Figure 1. Wire density map.
The die is cut into 39 by 20 equal tiles; black is low, pale yellow is high, scaled to the fullest tile. Values are wire area over tile area, all layers added.
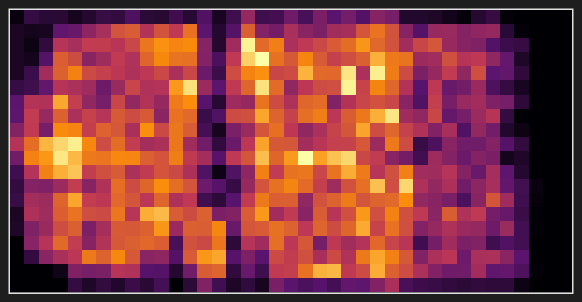
Figure 2. Placement view.
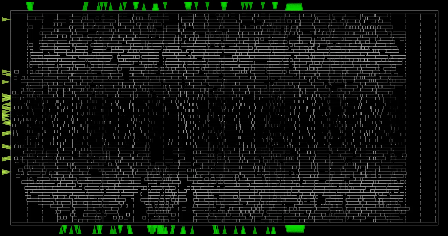
Figure 3. Wiring by layer.
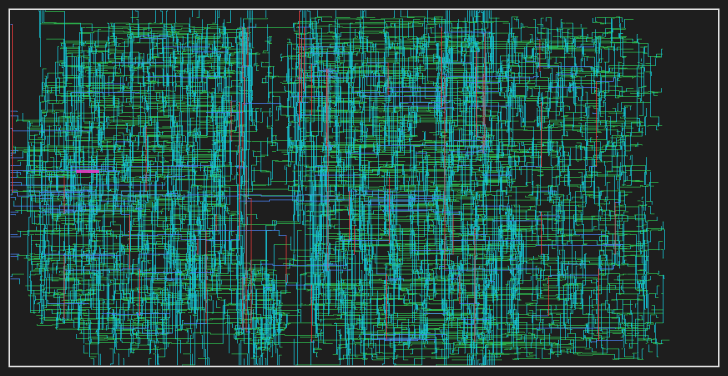
Figure 4. Cells coloured by class.
Scale bar: 100 um. Fill, decap, tap and diode cells in grey.
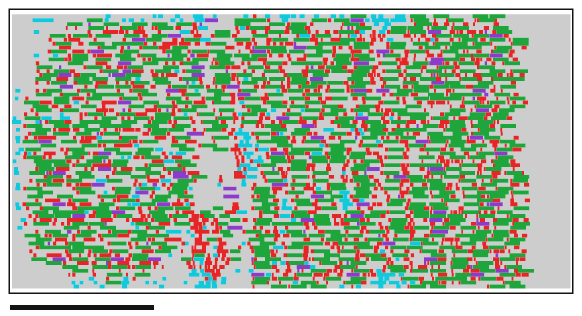
==> config.mk <==
export PLATFORM = sky130hd
export DESIGN_NAME = lwh_accel_flat
export DESIGN_NICKNAME = d
export VERILOG_FILES = /design/src/rtl/lwh_accel_pkg.sv /design/src/rtl/lwh_accel_if.sv /design/src/rtl/lwh_accel_wdog.sv /design/src/rtl/lwh_accel.sv /design/src/flat_wrapper.sv
export SDC_FILE = /design/constraint.sdc
export NUM_CORES = 1
export LEC_CHECK = 0
export CAP_MARGIN = 0
export CORE_ASPECT_RATIO = 0.5
export CORE_UTILIZATION = 45
export DETAILED_ROUTE_END_ITERATION = 16
export PLACE_DENSITY = 0.62
export SETUP_SLACK_MARGIN = 0.02
export SKIP_LAST_GASP = 1
export SLEW_MARGIN = 10
export SYNTH_ARGS = -nofsm -noshare
export SYNTH_HDL_FRONTEND = slang
export SYNTH_HIERARCHICAL = 1
export SYNTH_SLANG_ARGS = --single-unit
==> constraint.sdc <==
create_clock -name clk -period 3.7 [get_ports clk]
set_input_delay 0.555 -clock clk [delete_from_list [all_inputs] [get_ports clk]]
set_output_delay 0.555 -clock clk [all_outputs]
set_load 0.03 [all_outputs]
==> ds_physical_params.txt <==
Implementation parameters

Parameter                              Value

Outcome
  Result of the run    finished clean

Worst hold path
  Type of the most critical hold path    in -> reg

Final timing
  Clock period minus final worst setup slack    3570 ps

Critical path
  Critical path class    reg -> out
  Family with the most delay on the worst path    buffers and inverters
  Number of gates on the worst path with buffers counted    6
  Highest fanout seen on the critical path    57
  Launching element type of the critical path    flop

Layout
  Buffers, non-clock    233
  Area taken by multi-input logic gates    10,800 um^2
  Proportion of layout cells with a drive suffix above 1    0.120
  Area overhead of the layout relative to synthesis    18.3%

Detailed routing
  Met2 WL    38.7 mm
  DRC violations left    0
  Wire length on met1    35.5 mm

Yosys
  Post-synthesis sequential area ratio    0.688
  Area fraction in full adders, half adders and majority gates    0.00148
  Library cell with the highest instance count after synthesis    sky130_fd_sc_hd__edfxtp_1
  Chip area from the yosys synthesis statistics    33,900 um^2
  Number of distinct library cells after synthesis    43
  Simple-gate share of the synthesized area    0.118

Global routing
  Maximum number of pins on one net before global-route repair    196

Clock tree
  Sinks on Clock Net    782
Back to the opening pictures, Figure 1:
40% of the tiles are over half the peak. The mean over all tiles is 0.16. The fullest tile reaches 0.39. 9.5% of the tiles are nearly empty.
routed length per instance: 21.8 um
Detailed Route WL: 79.5 mm
Vias: 19,103
global router's overall resource usage: 0.207

Back to the opening pictures, Figure 2:
utilization of the core after routing: 0.543
sequential fraction of total cell area: 0.582
Site Rows: 70
number of filler instances in the final layout: 5,998

Back to the opening pictures, Figure 3:
Key: cyan = M2 [wire length 38.7 mm]; red = M4 [wire length 1,810 um]; green = M1 [wire length 35.5 mm]; blue = M3 [wire length 3,400 um]; magenta = M5 [wire length 11.0 um]

Back to the opening pictures, Figure 4:
Key: green = sequential cells [cells 782, share of their area 60%]; purple = clock drivers and dummy loads [cells 131, share of their area 5.6%]; cyan = remaining buffers and delay cells [cells 233, share of their area 6.4%]; red = remaining logic cells [cells 1,496, share of their area 28%]
core region area: 73,800 um^2
Finished Cell Area: 40,100 um^2

